<file path="src/rtl/mips_hazard_scoreboard.sv">
// mips_hazard_scoreboard
//   RAW-hazard interlock that sits between ID and EX of the MIPS32 pipeline. A LAT-deep shadow
//   pipe records the destination register of every issued writing instruction. Decode is held
//   while any used source register matches a pending write. The oldest stage reports writeback.
//
// Ports
//   clk, rst                     pipeline clock (rising edge); asynchronous active-high reset
//   id_valid                     decode holds a valid instruction
//   id_rs, id_rt                 source registers
//   id_rs_used, id_rt_used       source-read qualifiers
//   id_we, id_rd                 destination write enable and register
//   flush                        kill the youngest FLUSH_D shadow stages; block issue
//   stall                        combinational decode hold
//   issue                        combinational id_valid & ~stall & ~flush
//   wb_valid, wb_rd              registered writeback report from the oldest stage
//   inflight                     number of valid shadow stages
//   stall_cnt                    saturating count of stall cycles since reset
module mips_hazard_scoreboard #(
    parameter int unsigned NREGS     = 32,
    parameter int unsigned AW        = 5,
    parameter int unsigned LAT       = 3,
    parameter int unsigned WB_BYPASS = 1,
    parameter int unsigned FLUSH_D   = 2,
    parameter int unsigned CW        = 16
) (
    input  logic          clk,
    input  logic          rst,
    input  logic          id_valid,
    input  logic [AW-1:0] id_rs,
    input  logic [AW-1:0] id_rt,
    input  logic          id_rs_used,
    input  logic          id_rt_used,
    input  logic          id_we,
    input  logic [AW-1:0] id_rd,
    input  logic          flush,
    output logic          stall,
    output logic          issue,
    output logic          wb_valid,
    output logic [AW-1:0] wb_rd,
    output logic [AW:0]   inflight,
    output logic [CW-1:0] stall_cnt
);

    // Stages compared against decode sources. With bypass, the WB stage writes the regfile
    // before decode reads it, so it is excluded from the window.
    localparam int HazDepth  = (WB_BYPASS != 0) ? int'(LAT) - 1 : int'(LAT);
    // Flush can never kill more stages than exist.
    localparam int KillDepth = (FLUSH_D > LAT) ? int'(LAT) : int'(FLUSH_D);
    localparam logic [AW:0] NregsW = (AW+1)'(NREGS);

    // Index 0 is stage 1 (youngest), index LAT-1 is stage LAT (writeback).
    logic [LAT-1:0] v_q, v_d;
    logic [AW-1:0]  rd_q [LAT];
    logic [AW-1:0]  rd_d [LAT];
    logic [CW-1:0]  stall_cnt_q, stall_cnt_d;

    logic rs_chk, rt_chk, rd_ok, hazard, wr_ok;

    // R0 and registers beyond NREGS are never tracked and never compared.
    always_comb begin
        rs_chk = id_rs_used && (id_rs != '0) && ({1'b0, id_rs} < NregsW);
        rt_chk = id_rt_used && (id_rt != '0) && ({1'b0, id_rt} < NregsW);
        rd_ok  = (id_rd != '0) && ({1'b0, id_rd} < NregsW);
    end

    always_comb begin
        hazard = 1'b0;
        for (int k = 0; k < int'(LAT); k++) begin
            if (k < HazDepth && v_q[k]) begin
                if (rs_chk && rd_q[k] == id_rs) hazard = 1'b1;
                if (rt_chk && rd_q[k] == id_rt) hazard = 1'b1;
            end
        end
    end

    always_comb begin
        stall = id_valid & hazard;
        issue = id_valid & ~stall & ~flush;
        wr_ok = issue & id_we & rd_ok;
    end

    // Shift the shadow pipe. A flush kills whatever currently sits in stages 1..FLUSH_D, so
    // their contents do not advance; older stages keep moving toward writeback. Invalid
    // entries always carry rd=0 so wb_rd is zero whenever wb_valid is low.
    always_comb begin
        v_d[0]  = wr_ok;
        rd_d[0] = wr_ok ? id_rd : '0;
        for (int k = 1; k < int'(LAT); k++) begin
            if (flush && k <= KillDepth) begin
                v_d[k]  = 1'b0;
                rd_d[k] = '0;
            end else begin
                v_d[k]  = v_q[k-1];
                rd_d[k] = rd_q[k-1];
            end
        end
    end

    always_comb begin
        stall_cnt_d = stall_cnt_q;
        if (stall && stall_cnt_q != {CW{1'b1}}) begin
            stall_cnt_d = stall_cnt_q + 1'b1;
        end
    end

    always_ff @(posedge clk or posedge rst) begin
        if (rst) begin
            v_q         <= '0;
            stall_cnt_q <= '0;
            for (int k = 0; k < int'(LAT); k++) begin
                rd_q[k] <= '0;
            end
        end else begin
            v_q         <= v_d;
            stall_cnt_q <= stall_cnt_d;
            for (int k = 0; k < int'(LAT); k++) begin
                rd_q[k] <= rd_d[k];
            end
        end
    end

    always_comb begin
        inflight = '0;
        for (int k = 0; k < int'(LAT); k++) begin
            inflight = inflight + {{AW{1'b0}}, v_q[k]};
        end
    end

    assign wb_valid  = v_q[LAT-1];
    assign wb_rd     = rd_q[LAT-1];
    assign stall_cnt = stall_cnt_q;

endmodule

</file>
<file path="config.mk">
export PLATFORM = sky130hd
export DESIGN_NAME = mips_hazard_scoreboard
export DESIGN_NICKNAME = d
export VERILOG_FILES = /design/src/rtl/mips_hazard_scoreboard.sv
export SDC_FILE = /design/constraint.sdc
export NUM_CORES = 1
export LEC_CHECK = 0
export CORE_MARGIN = 1
export CORE_UTILIZATION = 54
export CTS_CLUSTER_SIZE = 10
export DETAILED_ROUTE_END_ITERATION = 16
export DONT_BUFFER_PORTS = 1
export GPL_TIMING_DRIVEN = 0
export PLACE_DENSITY = 0.69
export SYNTH_ARGS = -nofsm -noshare
export SYNTH_HDL_FRONTEND = slang
export SYNTH_SLANG_ARGS = --single-unit
</file>
<file path="constraint.sdc">
create_clock -name clk -period 2.5 [get_ports clk]
set_input_delay 0.25 -clock clk [delete_from_list [all_inputs] [get_ports clk]]
set_output_delay 0.25 -clock clk [all_outputs]
set_load 0.05 [all_outputs]
</file>
Run 1, metal 3:
Scale: 8 px per um. Cells faint in the background.
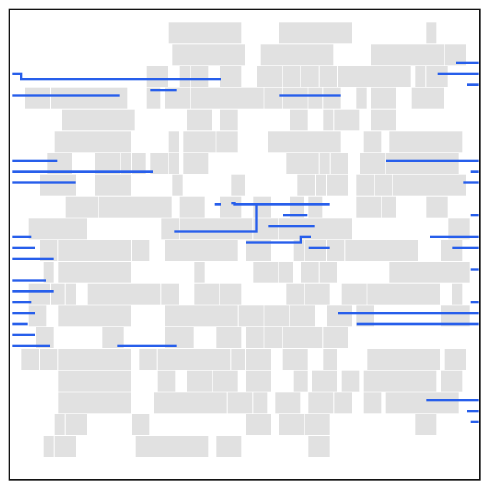
share of all routed wire: 7.5%
nets with wire on the layer: 36
longest straight run: 24.8 um
vias after detailed routing: 1187
grt met3 use: 6.81%
total routed wirelength: 3170 um

Run 1, cell area per tile:
Scale: 6 px per um. 12 x 12 tiles, from dark blue (low) to red (high), 0 to 100% covered.
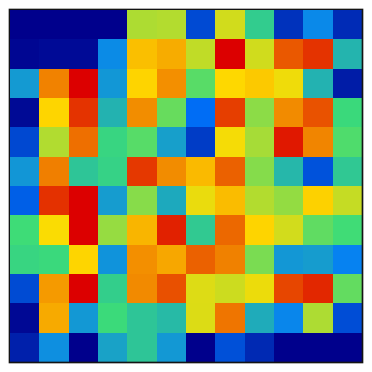
fullest tile: 100%
tiles over 75% full: 33%
nearly empty tiles: 7.6%

==> results.py, run 1 <==
# Metrics from the implementation run
metrics = {
    "status": {
        "status": "complete, no violations",
    },
    "layout": {
        "layout.nonclk_buf_share_pct": 7.40,
        "inverters": 3,
        "antenna_cells": 0,
        "fin_cells": 215,
        "area_growth_pct": 10.3,
        "register_area_sq_um": 853,
        "drive_above_1_share_pct": 17.5,
    },
    "floorplanning": {
        "die_y_um": 58.6,
        "row_count": 20,
        "die_area_sq_um": 3440,
    },
    "logic_synthesis": {
        "netlist.area_leader.share_pct": 49.1,
        "syn-mean-instance-area_sq_um": 11.0,
        "synth.yosys.seq_area_share_pct": 49.1,
        "synthTopCellsByCount": "dfrtp_1 (34), xnor2_1 (25), nor2b_1 (12)",
        "ys.flop_type": "dfrtp_1",
        "fa_ha_area_share_pct": 1.88,
        "postSynthCellCount": 157,
        "ys_ff": 34,
        "ys_sh_aoi_pct": 2.89,
    },
    "placement": {
        "port_buffers": 0,
        "place_inst": 204,
    },
    "min_path": {
        "min-delay-start": "id_we",
    },
    "timing": {
        "whs_ns": 0.0344,
        "fmax_mhz": 424,
        "fin_tns_setup_ns": 0,
        "rsz0062_at_grt": "no",
        "slew_viol_final": 0,
        "relSlewSlack_pct": 55.5,
    },
    "clock_tree": {
        "cts.sinks": 34,
        "hold_buffers": 1,
    },
    "worst_setup_path": {
        "critPathArrivalTime_ns": 2.60,
        "crit_start": "stall_cnt[5]",
        "worst_r2r_path_depth": 8,
        "cp-end-kind": "flop",
        "crit_end": "stall_cnt[8]",
        "required_ns": 2.74,
    },
    "routing": {
        "ant_nets": 0,
        "via_per_inst": 5.52,
        "drt-pass1-iter-count": 4,
        "wl_per_cell_um": 14.7,
        "dr_wl_met3_um": 236,
    },
    "global_routing": {
        "met2_usage_pct": 32.0,
        "grt_first_pass_wirelength_um": 5110,
    },
}
Run 1, routing congestion:
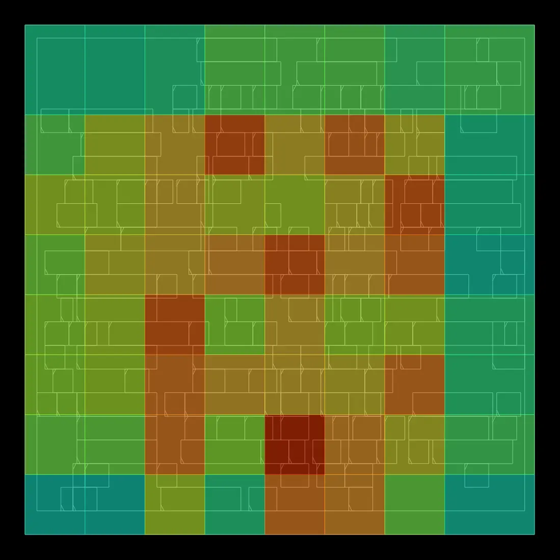
GRT Total Usage: 20.6%
final core utilization: 62.5%

Run 1, clock distribution:
Scale: 6 px per um.
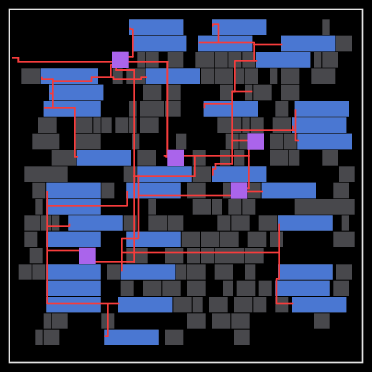
legend:
  clock wires:
    colour: red
    length: 397 um
  flip-flops:
    colour: blue
    count: 34
  clock drivers:
    colour: purple
    count: 5
flops lie: widely spread
Clock Skews: 0.0156 ns
clk latency late pin: 0.34 ns

--- run 2 (diff from run 1) ---
--- a/config.mk
+++ b/config.mk
@@ -5,13 +5,15 @@
 export SDC_FILE = /design/constraint.sdc
 export NUM_CORES = 1
 export LEC_CHECK = 0
+export CELL_PAD_IN_SITES_DETAIL_PLACEMENT = 1
+export CELL_PAD_IN_SITES_GLOBAL_PLACEMENT = 1
 export CORE_MARGIN = 1
-export CORE_UTILIZATION = 54
+export CORE_UTILIZATION = 47
 export CTS_CLUSTER_SIZE = 10
 export DETAILED_ROUTE_END_ITERATION = 16
 export DONT_BUFFER_PORTS = 1
 export GPL_TIMING_DRIVEN = 0
-export PLACE_DENSITY = 0.69
+export PLACE_DENSITY_LB_ADDON = 0.1
 export SYNTH_ARGS = -nofsm -noshare
 export SYNTH_HDL_FRONTEND = slang
 export SYNTH_SLANG_ARGS = --single-unit
==> run 2 against run 1 <==
  * Via count about the same
  * Synthesized cell count unchanged
  * Sequential cell count unchanged
==> results.py, run 2 <==
# Metrics from the implementation run
metrics = {
    "layout": {
        "fin_cells": 216,
        "area_growth_pct": 11.6,
        "inverters": 3,
        "antenna_cells": 0,
        "drive_above_1_share_pct": 17.1,
        "layout.nonclk_buf_share_pct": 6.80,
    },
    "status": {
        "status": "complete, no violations",
    },
    "worst_setup_path": {
        "required_ns": 2.71,
        "worst_r2r_path_depth": 8,
        "critPathArrivalTime_ns": 2.56,
        "cp-end-kind": "flop",
    },
    "logic_synthesis": {
        "ys_sh_aoi_pct": 2.89,
        "ys.flop_type": "dfrtp_1",
        "syn-mean-instance-area_sq_um": 11.0,
        "netlist.area_leader.share_pct": 49.1,
        "fa_ha_area_share_pct": 1.88,
        "synthTopCellsByCount": "dfrtp_1 (34), xnor2_1 (25), nor2b_1 (12)",
        "synth.yosys.seq_area_share_pct": 49.1,
        "postSynthCellCount": 157,
        "ys_ff": 34,
    },
    "clock_tree": {
        "clk_latency_ns": 0.29,
        "cts.sinks": 34,
        "hold_buffers": 0,
    },
    "timing": {
        "whs_ns": 0.0144,
        "relSlewSlack_pct": 61.2,
        "rsz0062_at_grt": "no",
        "fmax_mhz": 425,
        "fin_tns_setup_ns": 0,
        "slew_viol_final": 0,
    },
    "global_routing": {
        "track_usage_pct": 20.4,
        "grt_first_pass_wirelength_um": 5970,
    },
    "placement": {
        "place_inst": 206,
    },
    "routing": {
        "wl_per_cell_um": 16.3,
        "drt-pass1-iter-count": 4,
        "via_per_inst": 5.50,
        "dr_wl_met3_um": 219,
        "ant_nets": 0,
    },
    "min_path": {
        "min-delay-start": "flush",
    },
    "floorplanning": {
        "row_count": 21,
        "die_y_um": 62.7,
    },
}
Run 2, nets reached from selected ports:
Scale: 4 px per um.
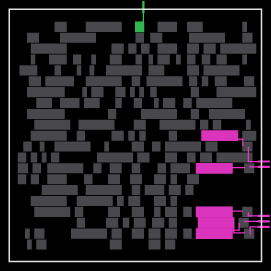
legend:
  `stall`:
    colour: green
    bits: 1
    direction: output
    edge: north
    end_cells: 1
    buffers: 0
    wire: 2.90 um
  `wb_rd`:
    colour: magenta
    bits: 5
    direction: output
    edge: east
    end_cells: 5
    buffers: 5
    wire: 37.0 um
I/O pin count: 52
Port Buf Inserts: 0

Run 2, metal 3:
Scale: 8 px per um. Cells faint in the background.
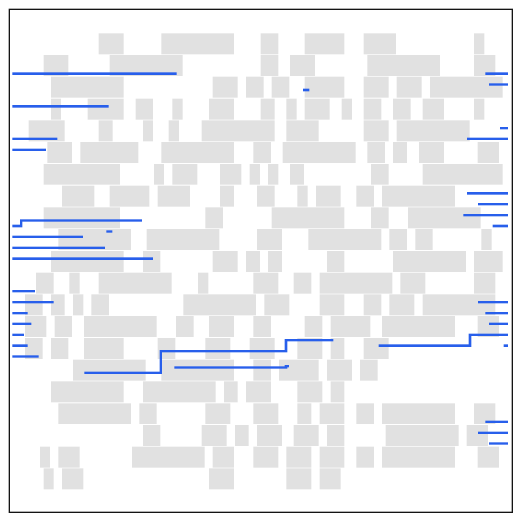
vias after detailed routing: 1188
grt met3 use: 7.30%
total routed wirelength: 3530 um

--- run 3 (diff from run 2) ---
--- a/config.mk
+++ b/config.mk
@@ -5,6 +5,7 @@
 export SDC_FILE = /design/constraint.sdc
 export NUM_CORES = 1
 export LEC_CHECK = 0
+export ABC_CLOCK_PERIOD_IN_PS = 2500
 export CELL_PAD_IN_SITES_DETAIL_PLACEMENT = 1
 export CELL_PAD_IN_SITES_GLOBAL_PLACEMENT = 1
 export CORE_MARGIN = 1
==> run 3 against run 2 <==
  * Clock power barely moved
  * Setup slack did not move
  * Hold slack is the same
  * Maximum frequency stayed put
  * Routed wire length unchanged
  * Global-route usage did not move
  * Sequential power about the same
==> results.py, run 3 <==
# Metrics from the implementation run
metrics = {
    "floorplanning": {
        "row_count": 21,
        "die_area_sq_um": 3930,
        "die_y_um": 62.7,
        "ios": 52,
    },
    "routing": {
        "via_per_inst": 5.50,
        "dr_wl_met3_um": 219,
        "ant_nets": 0,
    },
    "layout": {
        "fin_cells": 216,
        "drive_above_1_share_pct": 17.1,
        "antenna_cells": 0,
    },
    "worst_setup_path": {
        "critPathArrivalTime_ns": 2.56,
    },
    "logic_synthesis": {
        "ys_ff": 34,
        "netlist.area_leader.share_pct": 49.1,
        "ys_sh_aoi_pct": 2.89,
        "syn-mean-instance-area_sq_um": 11.0,
        "fa_ha_area_share_pct": 1.88,
    },
    "min_path": {
        "min-delay-start": "flush",
    },
    "status": {
        "status": "complete, no violations",
    },
    "global_routing": {
        "track_usage_pct": 20.4,
        "grt_first_pass_wirelength_um": 5970,
        "gr-usage-met3_pct": 7.30,
        "met2_usage_pct": 33.4,
    },
    "timing": {
        "fin_tns_setup_ns": 0,
        "whs_ns": 0.0144,
        "skew_ns": 0.00737,
    },
    "clock_tree": {
        "cts.sinks": 34,
    },
}
Run 3, routing congestion:
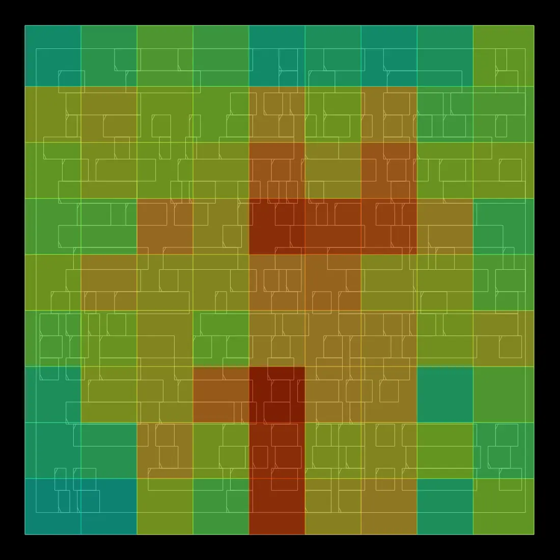
WL per Instance: 16.3 um
GRT Max-Usage Layer: met2
GRT met1 Usage: 22.7%

Run 3, clock distribution:
Scale: 6 px per um.
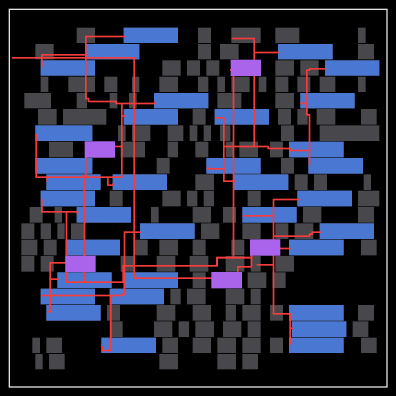
legend:
  clock drivers:
    colour: purple
    count: 5
  flip-flops:
    colour: blue
    count: 34
  clock wires:
    colour: red
    length: 450 um
routed clock nets: 6
clk latency late pin: 0.29 ns
clock network power share: 37.9%

Power figures rest on the tool's default switching activity, not on a simulated workload.
